run_1/registers.png
Drawn at 6 px/um.
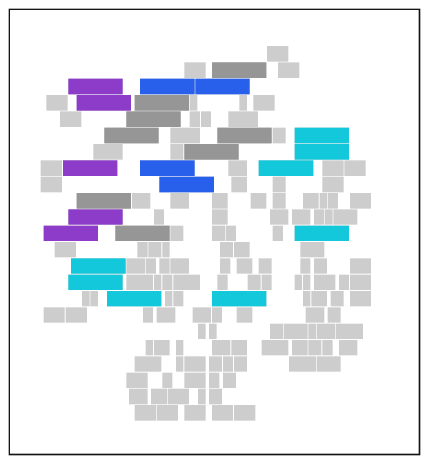
run_1/final_clocks.png
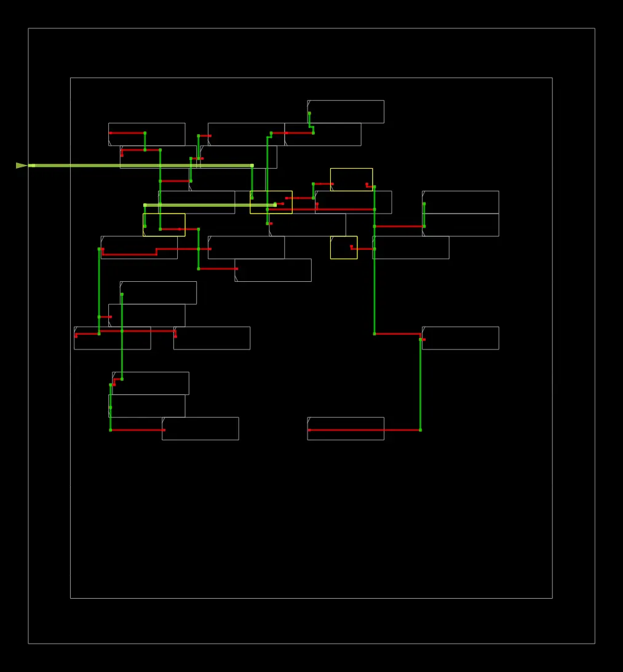
run_1/pdn.png
Drawn at 4 px/um. Pins as bars on the die edge. Tap cells in grey.
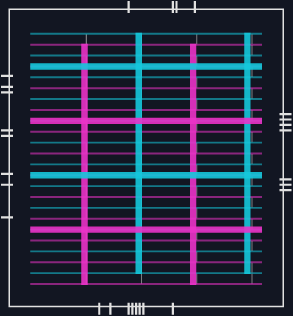
==> src/rtl/bcd_tick_counter.sv <==
// ---------------------------------------------------------------------------
// bcd_tick_counter
//   Two-digit BCD up/down counter that advances once per rising edge of a
//   slow (~3 Hz) divider output while in RUN. Everything runs on the board
//   clock; the divider output, buttons and direction switch are asynchronous
//   and are synchronized here before use.
//
// Parameters
//   MAX_BCD     terminal count in BCD (8'h01..8'h99, both nibbles <= 9)
//
// Ports
//   clk         board clock, all state on its rising edge
//   rst         asynchronous active-high reset
//   tick_in     slow divider output (async)
//   btn_start   start push-button level (async)
//   btn_stop    stop push-button level (async)
//   btn_load    load push-button level (async)
//   up_dn       direction switch, 1 = up, 0 = down (async)
//   load_val    BCD preload value, sampled only on a load event
//   count       current value, [7:4] tens, [3:0] units
//   running     high while in RUN
//   tick_pulse  one-cycle strobe per detected tick_in rising edge
//   wrap        one-cycle strobe when the count wraps
//   load_err    one-cycle strobe when a load is rejected
// ---------------------------------------------------------------------------
module bcd_tick_counter #(
    parameter logic [7:0] MAX_BCD = 8'h59
) (
    input  logic       clk,
    input  logic       rst,
    input  logic       tick_in,
    input  logic       btn_start,
    input  logic       btn_stop,
    input  logic       btn_load,
    input  logic       up_dn,
    input  logic [7:0] load_val,
    output logic [7:0] count,
    output logic       running,
    output logic       tick_pulse,
    output logic       wrap,
    output logic       load_err
);

    typedef enum logic {
        ST_STOP = 1'b0,
        ST_RUN  = 1'b1
    } state_t;

    // Bit positions inside the synchronizer vectors.
    localparam int B_TICK  = 0;
    localparam int B_START = 1;
    localparam int B_STOP  = 2;
    localparam int B_LOAD  = 3;
    localparam int B_UPDN  = 4;

    logic [4:0] w_async;
    logic [4:0] r_sync1;
    logic [4:0] r_sync2;
    logic [3:0] r_prev;
    logic [3:0] w_event;

    state_t     r_state;
    state_t     w_state_nxt;

    logic [7:0] r_count;
    logic [7:0] w_count_nxt;
    logic       r_wrap;
    logic       w_wrap_nxt;
    logic       r_load_err;
    logic       w_load_err_nxt;

    // BCD +1; caller guarantees v < MAX_BCD so the tens digit cannot overflow.
    function automatic logic [7:0] bcd_inc(input logic [7:0] v);
        logic [3:0] tens;
        logic [3:0] units;
        tens  = v[7:4];
        units = v[3:0];
        if (units == 4'd9) begin
            units = 4'd0;
            tens  = tens + 4'd1;
        end else begin
            units = units + 4'd1;
        end
        return {tens, units};
    endfunction

    // BCD -1; caller guarantees v > 8'h00 so the tens digit cannot underflow.
    function automatic logic [7:0] bcd_dec(input logic [7:0] v);
        logic [3:0] tens;
        logic [3:0] units;
        tens  = v[7:4];
        units = v[3:0];
        if (units == 4'd0) begin
            units = 4'd9;
            tens  = tens - 4'd1;
        end else begin
            units = units - 4'd1;
        end
        return {tens, units};
    endfunction

    // With both nibbles <= 9, a plain binary compare orders BCD values correctly.
    function automatic logic bcd_load_ok(input logic [7:0] v);
        return (v[7:4] <= 4'd9) && (v[3:0] <= 4'd9) && (v <= MAX_BCD);
    endfunction

    assign w_async = {up_dn, btn_load, btn_stop, btn_start, tick_in};

    // Two-flop synchronizers plus a "previous" flop for edge detection.
    // Reset to 0 so a level held high across reset release gives one event.
    always_ff @(posedge clk or posedge rst) begin
        if (rst) begin
            r_sync1 <= '0;
            r_sync2 <= '0;
            r_prev  <= '0;
        end else begin
            r_sync1 <= w_async;
            r_sync2 <= r_sync1;
            r_prev  <= r_sync2[3:0];
        end
    end

    assign w_event = r_sync2[3:0] & ~r_prev;

    always_ff @(posedge clk or posedge rst) begin
        if (rst) begin
            r_state <= ST_STOP;
        end else begin
            r_state <= w_state_nxt;
        end
    end

    // Stop is checked first so simultaneous start+stop ends in STOP.
    always_comb begin
        w_state_nxt = r_state;
        if (w_event[B_STOP]) begin
            w_state_nxt = ST_STOP;
        end else if (w_event[B_START]) begin
            w_state_nxt = ST_RUN;
        end
    end

    // Count/load decisions use the current state, so a tick arriving with a
    // stop still steps the count before the FSM leaves RUN.
    always_comb begin
        w_count_nxt    = r_count;
        w_wrap_nxt     = 1'b0;
        w_load_err_nxt = 1'b0;
        if (r_state == ST_RUN) begin
            if (w_event[B_TICK]) begin
                if (r_sync2[B_UPDN]) begin
                    if (r_count == MAX_BCD) begin
                        w_count_nxt = 8'h00;
                        w_wrap_nxt  = 1'b1;
                    end else begin
                        w_count_nxt = bcd_inc(r_count);
                    end
                end else begin
                    if (r_count == 8'h00) begin
                        w_count_nxt = MAX_BCD;
                        w_wrap_nxt  = 1'b1;
                    end else begin
                        w_count_nxt = bcd_dec(r_count);
                    end
                end
            end
        end else begin
            if (w_event[B_LOAD]) begin
                if (bcd_load_ok(load_val)) begin
                    w_count_nxt = load_val;
                end else begin
                    w_load_err_nxt = 1'b1;
                end
            end
        end
    end

    always_ff @(posedge clk or posedge rst) begin
        if (rst) begin
            r_count    <= 8'h00;
            r_wrap     <= 1'b0;
            r_load_err <= 1'b0;
        end else begin
            r_count    <= w_count_nxt;
            r_wrap     <= w_wrap_nxt;
            r_load_err <= w_load_err_nxt;
        end
    end

    assign count      = r_count;
    assign running    = (r_state == ST_RUN);
    assign tick_pulse = w_event[B_TICK];
    assign wrap       = r_wrap;
    assign load_err   = r_load_err;

endmodule

==> config.mk <==
export PLATFORM = sky130hd
export DESIGN_NAME = bcd_tick_counter
export DESIGN_NICKNAME = d
export VERILOG_FILES = /design/src/rtl/bcd_tick_counter.sv
export SDC_FILE = /design/constraint.sdc
export NUM_CORES = 1
export LEC_CHECK = 0
export ABC_CLOCK_PERIOD_IN_PS = 2600
export CAP_MARGIN = 20
export CORE_ASPECT_RATIO = 1.1
export CORE_MARGIN = 5
export CORE_UTILIZATION = 35
export CTS_BUF_LIST = sky130_fd_sc_hd__clkbuf_8
export DETAILED_ROUTE_END_ITERATION = 12
export PLACE_DENSITY = 0.62
export RECOVER_POWER = 50
export SLEW_MARGIN = 20
export SYNTH_ARGS = -nofsm -noshare
export SYNTH_HDL_FRONTEND = slang
export SYNTH_SLANG_ARGS = --single-unit
==> constraint.sdc <==
create_clock -name clk -period 2.6 [get_ports clk]
set_clock_uncertainty 0.2 [all_clocks]
set_input_delay 0.52 -clock clk [delete_from_list [all_inputs] [get_ports clk]]
set_output_delay 0.52 -clock clk [all_outputs]
set_load 0.005 [all_outputs]
==> impl_metrics.toml, run 1 <==
# yosys + openroad results
[status]
outcome = "complete, no violations"

[final_timing]
finalSetupViolCount = 0
fin_crit_ns = 2.236
tightest_slew_ns = 1.268
hold_viol_final = 0

[worst_setup_path]
reg2reg_to = "count[5]$_DFFE_PP0P_"
crit_chain = "inv_1 -> ha_1 -> nor3b_1 -> o211ai_1 -> and2_4 -> mux2_1"
r2r_start = "count[0]$_DFFE_PP0P_"
crit_path_max_fanout = 10
worst-path-buf-inv = 1
path_class = "flip-flop to flip-flop"
r2r_setup_slack_ns = 0.36
crit_cells = 6
required_ns = 2.56

[finish]
logic_gates = 88
final_cells = 204
area_delta_synth_final_pct = 27.21
final_area_um2 = 1655
final_cell_mix = "dfrtp_1 (25), clkdlybuf4s50_1 (20), a21oi_1 (10), inv_1 (9), nor2_1 (7)"

[routing]
ant_nets = 0
top_layer = "met3"
drt-pass1-iter-count = 4

[global_route]
gr-max-usage-layer = "met2"
grt_pass1_vias = 1006
grt_pass1_wl_mm = 4.692

[logic_synthesis]
syn_area_um2 = 1301
synth-edff-count = 0
synth_warnings = 0

[power]
pwr-share-comb = 0.386
power_frac_seq = 0.438
switching_power_w = 0.0004833

[place]
io_buffers = 26
pre_cts_slack_ns = 0.2436
place.gp.congestion = 0.8688
dp.cells = 200

[die]
tap_cells = 50
rows = 23
io_pins = 27

[hold_path]
hold_path.class = "flip-flop to flip-flop"

[cts]
clkSlewWorstSetupHoldPaths_ns = 0.09
clock_sinks = 25
Back to the opening pictures, registers.png:
cyan -> `count`  # sequential cells 8
blue -> `r_prev`  # sequential cells 4, where top centre
purple -> `r_sync1`  # sequential cells 5
not coloured = 8
register area: 625.6 um2
utilization after layout: 0.4565

Back to the opening pictures, final_clocks.png:
CTS buffer count: 3
P_clk: 0.000236 W
Latency at later pin: 0.26 ns
clock buffers: 3

Back to the opening pictures, pdn.png:
magenta -> VSS
cyan -> VDD
rows = 23
met5 straps = 4

## run 1: power groups by stage
stage / Combinational, W / Clock [W] / Sequential [W]
6_report: 0.000516 / 0.000236 / 0.000586
5_1_grt: 0.000565 / 0.000261 / 0.000607
4_1_cts: 0.000521 / 0.000246 / 0.000586
3_5_place_dp: 0.000517 / 0 / 0.000595
3_3_place_gp: 0.000506 / 0 / 0.000588
2_1_floorplan: 0.000363 / 0 / 0.000535
## run 1: kinds of logic (layout without fill, tap and decap cells)
group | after synthesis | in the layout | synth area share
flops | 25 | 25 | 0.4808
compound gates | 36 | 36 | 0.1808
fa+ha+maj | 6 | 6 | 0.05769
xor+xnor | 3 | 3 | 0.02020
mux | 1 | 1 | 0.008653
buf+inv | 14 | 41 | 0.04903
simple gates | 42 | 42 | 0.2029
==> run 2, diff against run 1 <==
--- a/config.mk
+++ b/config.mk
@@ -13,7 +13,7 @@
 export CTS_BUF_LIST = sky130_fd_sc_hd__clkbuf_8
 export DETAILED_ROUTE_END_ITERATION = 12
 export PLACE_DENSITY = 0.62
-export RECOVER_POWER = 50
+export RECOVER_POWER = 100
 export SLEW_MARGIN = 20
 export SYNTH_ARGS = -nofsm -noshare
 export SYNTH_HDL_FRONTEND = slang
run_2/metal_stack.png
Drawn at 6 px/um.
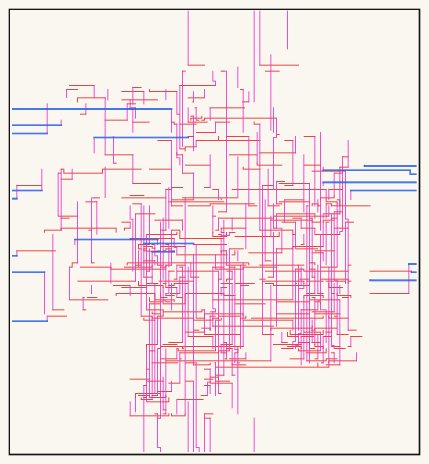
red -> met1  # wire length 1160 um
blue -> met3  # wire length 159 um
magenta -> met2  # wire length 1560 um
total global-route track usage: 0.1224
Avg WL per Cell: 14.13 um

==> impl_metrics.toml, run 2 <==
# yosys + openroad results
[status]
outcome = "complete, no violations"

[die]
die_w_um = 68.14
rows = 23
io_pins = 27

[worst_setup_path]
r2r_setup_slack_ns = 0.29
required_ns = 2.56
crit_chain = "inv_1 -> ha_1 -> nor3b_1 -> o211ai_1 -> and2_0 -> mux2_1"
path_class = "flip-flop to flip-flop"
crit_path_max_fanout = 10
r2r_start = "count[0]$_DFFE_PP0P_"
reg2reg_to = "count[5]$_DFFE_PP0P_"

[routing]
wl_met2_mm = 1.562
ant_nets = 0
top_layer = "met3"
drt-pass1-iter-count = 4
drc_errors = 0
vias_per_cell = 5.240

[final_timing]
tightest_slew_ns = 1.268
fin_crit_ns = 2.315
finalSetupViolCount = 0
fin_hold_ws_ns = 0.1559
hold_viol_final = 0

[cts]
clkLatencyLatePin_ns = 0.26
post_cts_resized = 0
clock_sinks = 25
cts_setup_buffers = 0
cts_buffers = 3
clkSlewWorstSetupHoldPaths_ns = 0.09

[logic_synthesis]
top_area_cell = "dfrtp_1"
ys_sh_adder = 0.05769
synthAoiAreaFrac = 0.1808
muxShareOfSynthArea = 0.008654
ys_sh_xor = 0.02019
ys_top_logic_family = "simple AND/OR/NAND/NOR gates"
synth_warnings = 0
ys_sh_simple = 0.2029
top_cells_by_count = "dfrtp_1 (25), a21oi_1 (10), inv_1 (9)"
syn_area_um2 = 1301
synth-edff-count = 0

[power]
power_frac_seq = 0.445
pwr-share-comb = 0.375
top_power_group = "registers"
powerClk_w = 0.000237
p_comb_w = 0.000491
power_density_nw_per_um2 = 795.3
switching_power_w = 0.0004799
p_seq_w = 0.000584

[hold_path]
hold_path.class = "flip-flop to flip-flop"

[finish]
final_core_utilization = 0.4548
area_delta_synth_final_pct = 26.73
fin_nets = 176
final_cell_mix = "dfrtp_1 (25), dlygate4sd3_1 (19), a21oi_1 (10), inv_1 (9)"
final_cells = 204
final_area_um2 = 1649
n_fill_cell = 373

[global_route]
grt_pass1_wl_mm = 4.692
gr-max-usage-layer = "met2"
grt_pass1_vias = 1006

[place]
place.gp.congestion = 0.8688
dp.cells = 200
pre_cts_slack_ns = 0.2436
io_buffers = 26
==> run 2: cell count changes in the layout (fill, tap and decap cells not counted), sizes merged <==
cell,previous run,this run
clkbuf,4,5
buf,1,0
dlygate4sd3,6,19
clkdlybuf4s50,20,7
==> run 2: cell type report <==
class	count	area, um2	share of cell area
Clock inverter	1	8.758	0.005311
Inverter	9	33.78	0.02049
Clock buffer	3	41.29	0.02504
Sequential cell	25	625.6	0.3794
Tap cell	50	62.56	0.03794
Timing Repair Buffer	28	267.8	0.1624
Multi-Input combinational cell	88	609.3	0.3695
==> run 2: worst max-delay path, delay by kind of cell, from the launching register on <==
kind            cells  cell delay (ns)
fa+ha+maj           1             0.31
buf+inv             1             0.08
flops               1             0.52
simple gates        2             0.46
compound gates      1             0.30
mux                 1             0.34
==> run 3, diff against run 2 <==
--- a/config.mk
+++ b/config.mk
@@ -7,7 +7,7 @@
 export LEC_CHECK = 0
 export ABC_CLOCK_PERIOD_IN_PS = 2600
 export CAP_MARGIN = 20
-export CORE_ASPECT_RATIO = 1.1
+export CORE_ASPECT_RATIO = 1.4
 export CORE_MARGIN = 5
 export CORE_UTILIZATION = 35
 export CTS_BUF_LIST = sky130_fd_sc_hd__clkbuf_8
run_3/registers.png
Drawn at 6 px/um.
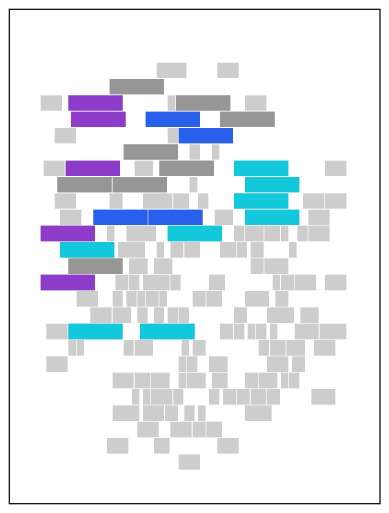
blue -> `r_prev`  # sequential cells 4
cyan -> `count`  # sequential cells 8
purple -> `r_sync1`  # sequential cells 5
not coloured = 8

==> impl_metrics.toml, run 3 <==
# yosys + openroad results
[logic_synthesis]
synth-edff-count = 0
top_cells_by_count = "dfrtp_1 (25), a21oi_1 (10), inv_1 (9)"
yosys_area_um2 = 1301
top_area_cell = "dfrtp_1"
synth-async-reset-ratio = 1.000
muxShareOfSynthArea = 0.008654
ys_sh_simple = 0.2029
synth_warnings = 0
ys_top_logic_family = "simple AND/OR/NAND/NOR gates"
syn_avg_cell_area_um2 = 10.25
ys_sh_xor = 0.02019
syn_area_um2 = 1301
synthAoiAreaFrac = 0.1808
ys_sh_adder = 0.05769

[hold_path]
hold_path.class = "flip-flop to flip-flop"

[cts]
clkLatencyLatePin_ns = 0.26
cts_setup_buffers = 0
clkSlewWorstSetupHoldPaths_ns = 0.08
post_cts_resized = 0
cts_buffers = 3
clock_sinks = 25

[die]
die_w_um = 61.53
rows = 26
io_pins = 27

[global_route]
gr-max-usage-layer = "met2"
grt_pass1_vias = 1073
grt_pass1_wl_mm = 4.988
grtUsageTotal = 0.1297

[final_timing]
finalSetupViolCount = 0
hold_viol_final = 0
fin_hold_ws_ns = 0.1531
fin_crit_sh = 0.8746
drv_slew = 0
fin_crit_ns = 2.274
tightest_slew_ns = 1.276

[power]
power_density_nw_per_um2 = 793.0
p_sw_frac = 0.3643
switching_power_w = 0.0004729
p_seq_w = 0.000592
top_power_group = "registers"
p_comb_w = 0.000487
power_frac_seq = 0.456
powerClk_w = 0.000219
pwr-share-comb = 0.375

[routing]
top_layer = "met4"
vias_per_cell = 5.362
wl_met2_mm = 1.526
drc_errors = 0
drt-total-wl_mm = 2.969
vias = 1051
wl_per_cell_um = 15.15
ant_nets = 0
drt-pass1-iter-count = 4

[place]
io_buffers = 26
pre_cts_slack_ns = 0.2217
place.gp.congestion = 0.8659
dp.cells = 192

[finish]
final_core_utilization = 0.4532
final_cells = 196
largest_reg_flops = 8
area_delta_synth_final_pct = 25.77
final_area_um2 = 1637
fin_nets = 176
final_cell_mix = "dfrtp_1 (25), dlygate4sd3_1 (19), a21oi_1 (10), inv_1 (10)"

[status]
outcome = "complete, no violations"

[worst_setup_path]
r2r_start = "count[0]$_DFFE_PP0P_"
path_class = "flip-flop to flip-flop"
crit_path_max_fanout = 10
start_kind = "flip-flop"
reg2reg_to = "count[5]$_DFFE_PP0P_"
required_ns = 2.55
r2r_cells = 6
run 3: cell counts after synthesis:
No cell type changed its count.
run 3: worst max-delay path, stage by stage, from the launching register on:
cell,delay [ns]
dfrtp_1,0.52
inv_1,0.08
ha_1,0.31
nor3b_1,0.18
o211ai_1,0.32
and2_4,0.23
mux2_1,0.33
run 3: area by class of cell:
class | instances | area, um2
clock buffer | 3 | 41.29
inverter | 9 | 33.78
multi-input combinational | 88 | 611.8
timing repair buffer | 28 | 267.8
tap | 42 | 52.55
sequential | 25 | 625.6
clock inverter | 1 | 3.754
fill | 349 | 1974
run 3: logic make-up after synthesis:
family                   after synthesis
AND/OR/NAND/NOR                       42
flip-flops                            25
adder cells (fa/ha/maj)                6
multiplexers                           1
XOR/XNOR                               3
AND-OR/OR-AND                         36
buffers and inverters                 14
Power and IR drop assume default switching activity.
